### Where the registers sit

Bar = 50 µm.
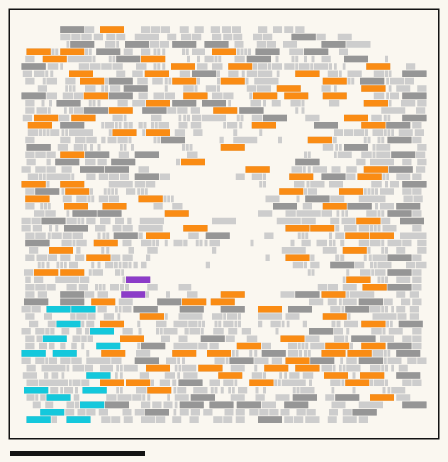
### Routing congestion map

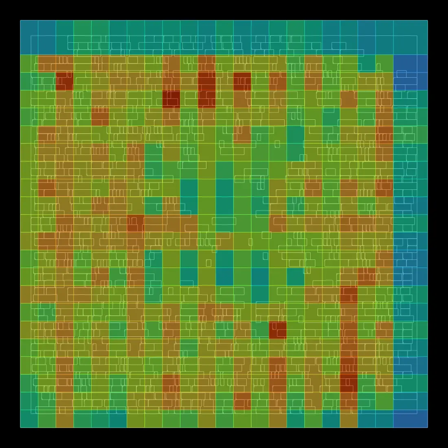
### src/rtl/pipe_skid_reg_if.sv
// Handshake bundle for one elastic pipeline boundary.
// The slave side is the register itself; the master side is the surrounding
// stages (upstream producer plus downstream consumer) or a testbench.
interface pipe_skid_reg_if #(
  parameter int PAYLOAD_W = 104,
  parameter int CNT_W     = 16
);
  logic                 flush;
  logic                 in_valid;
  logic                 in_ready;
  logic [PAYLOAD_W-1:0] in_data;
  logic                 out_valid;
  logic                 out_ready;
  logic [PAYLOAD_W-1:0] out_data;
  logic [1:0]           occupancy;
  logic [CNT_W-1:0]     stall_cnt;

  modport slave (
    input  flush, in_valid, in_data, out_ready,
    output in_ready, out_valid, out_data, occupancy, stall_cnt
  );

  modport master (
    output flush, in_valid, in_data, out_ready,
    input  in_ready, out_valid, out_data, occupancy, stall_cnt
  );
endinterface

### src/rtl/pipe_skid_reg.sv
// Elastic pipeline register with a 2-entry skid buffer.
// in_ready is a function of registered state only, so no combinational ready
// path crosses a stage boundary. The main register is always the FIFO head;
// the skid register only ever holds the younger of two entries.
module pipe_skid_reg #(
  parameter int PAYLOAD_W = 104,
  parameter int CNT_W     = 16
) (
  input logic            clk,
  input logic            rst,
  pipe_skid_reg_if.slave bus
);

  typedef enum logic [1:0] {
    EMPTY = 2'd0,
    ONE   = 2'd1,
    FULL  = 2'd2
  } state_t;

  localparam logic [CNT_W-1:0] CNT_MAX = '1;

  state_t               state_q, state_d;
  logic [PAYLOAD_W-1:0] mainData_q, mainData_d;
  logic [PAYLOAD_W-1:0] skidData_q, skidData_d;
  logic [CNT_W-1:0]     stallCnt_q, stallCnt_d;

  logic inFire;
  logic outFire;

  assign bus.in_ready  = (state_q != FULL);
  assign bus.out_valid = (state_q != EMPTY);
  assign bus.out_data  = mainData_q;
  assign bus.occupancy = state_q;
  assign bus.stall_cnt = stallCnt_q;

  assign inFire  = bus.in_valid & bus.in_ready;
  assign outFire = bus.out_valid & bus.out_ready;

  // Next occupancy and data moves; flush overrides everything and leaves data regs untouched.
  always_comb begin
    state_d    = state_q;
    mainData_d = mainData_q;
    skidData_d = skidData_q;
    if (bus.flush) begin
      state_d = EMPTY;
    end else begin
      unique case (state_q)
        EMPTY: begin
          if (inFire) begin
            state_d    = ONE;
            mainData_d = bus.in_data;
          end
        end
        ONE: begin
          if (inFire && outFire) begin
            mainData_d = bus.in_data;
          end else if (inFire) begin
            state_d    = FULL;
            skidData_d = bus.in_data;
          end else if (outFire) begin
            state_d = EMPTY;
          end
        end
        FULL: begin
          if (outFire) begin
            state_d    = ONE;
            mainData_d = skidData_q;
          end
        end
        default: state_d = EMPTY;
      endcase
    end
  end

  // Saturating count of cycles where the head is offered but not taken, flush cycle included.
  always_comb begin
    stallCnt_d = stallCnt_q;
    if (bus.out_valid && !bus.out_ready && (stallCnt_q != CNT_MAX)) begin
      stallCnt_d = stallCnt_q + 1'b1;
    end
  end

  // State, payload and counter registers; reset drops any held entries immediately.
  always_ff @(posedge clk or posedge rst) begin
    if (rst) begin
      state_q    <= EMPTY;
      mainData_q <= '0;
      skidData_q <= '0;
      stallCnt_q <= '0;
    end else begin
      state_q    <= state_d;
      mainData_q <= mainData_d;
      skidData_q <= skidData_d;
      stallCnt_q <= stallCnt_d;
    end
  end

endmodule

### src/flat_wrapper.sv
// flat-port wrapper written by rule: the top's interface ports become plain ports
module pipe_skid_reg_flat 
#(
  parameter int PAYLOAD_W = 104,
  parameter int CNT_W     = 16
)
  (clk, rst, bus_flush, bus_in_valid, bus_in_data, bus_out_ready, bus_in_ready, bus_out_valid, bus_out_data, bus_occupancy, bus_stall_cnt);
  pipe_skid_reg_if #(.PAYLOAD_W(PAYLOAD_W), .CNT_W(CNT_W)) bus_i ();
  input logic clk;
  input logic rst;
  input wire logic [$bits(bus_i.flush)-1:0] bus_flush;
  input wire logic [$bits(bus_i.in_valid)-1:0] bus_in_valid;
  input wire logic [$bits(bus_i.in_data)-1:0] bus_in_data;
  input wire logic [$bits(bus_i.out_ready)-1:0] bus_out_ready;
  output wire logic [$bits(bus_i.in_ready)-1:0] bus_in_ready;
  output wire logic [$bits(bus_i.out_valid)-1:0] bus_out_valid;
  output wire logic [$bits(bus_i.out_data)-1:0] bus_out_data;
  output wire logic [$bits(bus_i.occupancy)-1:0] bus_occupancy;
  output wire logic [$bits(bus_i.stall_cnt)-1:0] bus_stall_cnt;
  assign bus_i.flush = bus_flush;
  assign bus_i.in_valid = bus_in_valid;
  assign bus_i.in_data = bus_in_data;
  assign bus_i.out_ready = bus_out_ready;
  assign bus_in_ready = bus_i.in_ready;
  assign bus_out_valid = bus_i.out_valid;
  assign bus_out_data = bus_i.out_data;
  assign bus_occupancy = bus_i.occupancy;
  assign bus_stall_cnt = bus_i.stall_cnt;
  pipe_skid_reg #(.PAYLOAD_W(PAYLOAD_W), .CNT_W(CNT_W)) u_core (.clk(clk), .rst(rst), .bus(bus_i));
endmodule
### config.mk
export PLATFORM = sky130hd
export DESIGN_NAME = pipe_skid_reg_flat
export DESIGN_NICKNAME = d
export VERILOG_FILES = /design/src/rtl/pipe_skid_reg_if.sv /design/src/rtl/pipe_skid_reg.sv /design/src/flat_wrapper.sv
export SDC_FILE = /design/constraint.sdc
export NUM_CORES = 1
export LEC_CHECK = 0
export ABC_CLOCK_PERIOD_IN_PS = 6900
export CAP_MARGIN = 40
export CORE_MARGIN = 4
export CORE_UTILIZATION = 45
export CTS_CLUSTER_DIAMETER = 200
export DETAILED_ROUTE_END_ITERATION = 12
export GPL_TIMING_DRIVEN = 0
export PLACE_DENSITY_LB_ADDON = 0.3
export SYNTH_ARGS = -nofsm -noshare
export SYNTH_HDL_FRONTEND = slang
export SYNTH_SLANG_ARGS = --single-unit
### constraint.sdc
create_clock -name clk -period 6.9 [get_ports clk]
set_input_delay 0.69 -clock clk [delete_from_list [all_inputs] [get_ports clk]]
set_output_delay 0.69 -clock clk [all_outputs]
set_load 0.01 [all_outputs]
==> flow_results.xml <==
<?xml version="1.0" encoding="UTF-8"?>
<metrics>
  <group name="outcome">
    <metric name="run_status" unit="">finished clean</metric>
  </group>
  <group name="logic_synthesis">
    <metric name="synth_async_sr_flop_share" unit="%">100</metric>
    <metric name="yosysWarningCount" unit="">0</metric>
    <metric name="synth.area.mux_share" unit="%">25.6</metric>
    <metric name="yosysUniqueCellTypes" unit="">36</metric>
    <metric name="post-synth-top-count-cell" unit="">sky130_fd_sc_hd__nand2_1</metric>
    <metric name="synth.top_cells.by_area" unit="">sky130_fd_sc_hd__dfrtp_1 56%, sky130_fd_sc_hd__mux2_2 16%, sky130_fd_sc_hd__nand2_1 12%</metric>
    <metric name="synth_chip_area" unit="µm²">10200</metric>
    <metric name="synthesis.instances" unit="">860</metric>
    <metric name="synth_area" unit="µm²">10200</metric>
  </group>
  <group name="power">
    <metric name="power_switching" unit="mW">1.04</metric>
    <metric name="power_density" unit="nW/µm²">298</metric>
    <metric name="comb_power_share" unit="%">23.0</metric>
    <metric name="power.group.top" unit="">sequential cells</metric>
    <metric name="internal_power_contribution" unit="mW">3.05</metric>
    <metric name="power.leakage" unit="nW">6.45</metric>
  </group>
  <group name="clock_tree">
    <metric name="clock_insertion_delay_worst_skew" unit="ns">0.52</metric>
    <metric name="post-cts-setup-buffers" unit="">0</metric>
    <metric name="cts_root_buffer" unit="">sky130_fd_sc_hd__clkbuf_16</metric>
    <metric name="cts-buffers-inserted" unit="">26</metric>
    <metric name="ctsLongestPathBuffers" unit="">3</metric>
    <metric name="postCtsResizedCells" unit="">0</metric>
    <metric name="number_of_hold_buffers_added_after_cts" unit="">0</metric>
  </group>
  <group name="global_routing">
    <metric name="first_global_vias" unit="">7568</metric>
    <metric name="grt_antenna_before_repair" unit="">1</metric>
    <metric name="overflow" unit="">0</metric>
  </group>
  <group name="final_layout">
    <metric name="area_share_nonclk_buffers" unit="%">19.5</metric>
    <metric name="final_layout_size_suffix_gt1_share" unit="%">25.8</metric>
    <metric name="n_multi_input_combinational_cell" unit="">584</metric>
    <metric name="final_common_cell" unit="">sky130_fd_sc_hd__nand2_1</metric>
    <metric name="combAreaFraction" unit="%">30.5</metric>
    <metric name="area_growth_from_synthesis_to_final_layout" unit="%">35.1</metric>
    <metric name="inverters" unit="">4</metric>
    <metric name="sh_seq_area" unit="%">41.2</metric>
    <metric name="clock_cell_area_share" unit="%">6.06</metric>
  </group>
  <group name="floorplanning">
    <metric name="fp_util" unit="%">46.1</metric>
    <metric name="taps" unit="">280</metric>
  </group>
  <group name="timing">
    <metric name="relative_slew_slack" unit="%">61.8</metric>
    <metric name="report.final.hold_viol_count" unit="">0</metric>
    <metric name="period_minus_slack" unit="ns">3.22</metric>
    <metric name="skew" unit="ns">0.00619</metric>
  </group>
  <group name="flow_run">
    <metric name="stage_log_warnings" unit="">26</metric>
    <metric name="max_cap_viol_count" unit="">0</metric>
  </group>
  <group name="critical_path">
    <metric name="critical_path_capture_point_type" unit="">output port</metric>
    <metric name="timing.critical_path.arrival" unit="ns">2.53</metric>
    <metric name="criticalPathCategory" unit="">reg -&gt; out</metric>
    <metric name="worstPathBufferInverterCount" unit="">4</metric>
  </group>
  <group name="hold_path">
    <metric name="holdCritPathClass" unit="">reg -&gt; reg</metric>
  </group>
  <group name="place">
    <metric name="place.gp.congestion" unit="">0.765</metric>
  </group>
</metrics>
Notes on 'Where the registers sit' above:
| colour | signal | sequential cells |
|---|---|---|
| orange | `u_core.skidData_q` | 104 |
| cyan | `u_core.bus.stall_cnt` | 16 |
| purple | `u_core.bus.occupancy` | 2 |
not coloured: 104

Notes on 'Routing congestion map' above:
average wire per standard cell: 16.9 µm
Total GRT Usage: 19.3%
met1 global-route usage: 25.4%
met2 layer usage reported by global route: 31.8%

worst register-to-register path, cell delays in order, from the launching register on:
cell	delay, ns
sky130_fd_sc_hd__dfrtp_1	0.48
sky130_fd_sc_hd__nor2b_1	0.12
sky130_fd_sc_hd__nand3_1	0.30
sky130_fd_sc_hd__buf_2	0.34
sky130_fd_sc_hd__buf_2	0.36
sky130_fd_sc_hd__mux2_2	0.39
flip-flops by register name, indices dropped and copies added (netlist names):
name and cells:
u_core.bus.stall_cnt 16, u_core.skidData_q 104, u_core.bus.occupancy 2, u_core.bus.out_data 104
path summary, 6_finish.rpt:
path | startpoint | endpoint | slack (ns) | cells after the start
worst max-delay path | u_core.bus.occupancy[1] | bus_in_ready | 3.68 | 5
worst min-delay path | u_core.bus.stall_cnt[7] | u_core.bus.stall_cnt[7] | 0.50 | 1
worst max register to register | u_core.bus.occupancy[1] | u_core.skidData_q[40] | 4.79 | 5
worst min register to register | u_core.bus.stall_cnt[7] | u_core.bus.stall_cnt[7] | 0.50 | 1
max in group asynchronous | rst | u_core.bus.out_data[95] | 5.48 | 3
min in group asynchronous | rst | u_core.bus.out_data[57] | 0.61 | 2
metrics by stage:
step / TNS [ns] / util [%] / area (µm²) / hold slack (ns) / worst slack [ns]
finish: 0 / 62.3 / 13700 / 0.496 / 3.68
detailed placement: 0 / 58.5 / 12900 / 0.492 / 3.98
global placement: -711.46 / 58.2 / 12800 / 0.486 / -3.17
floorplan: 0 / - / 10200 / 0.479 / 0.0188
CTS: 0 / 62.3 / 13700 / 0.504 / 3.60
global route: 0 / 62.3 / 13700 / 0.509 / 3.50
Power and IR drop assume default switching activity.
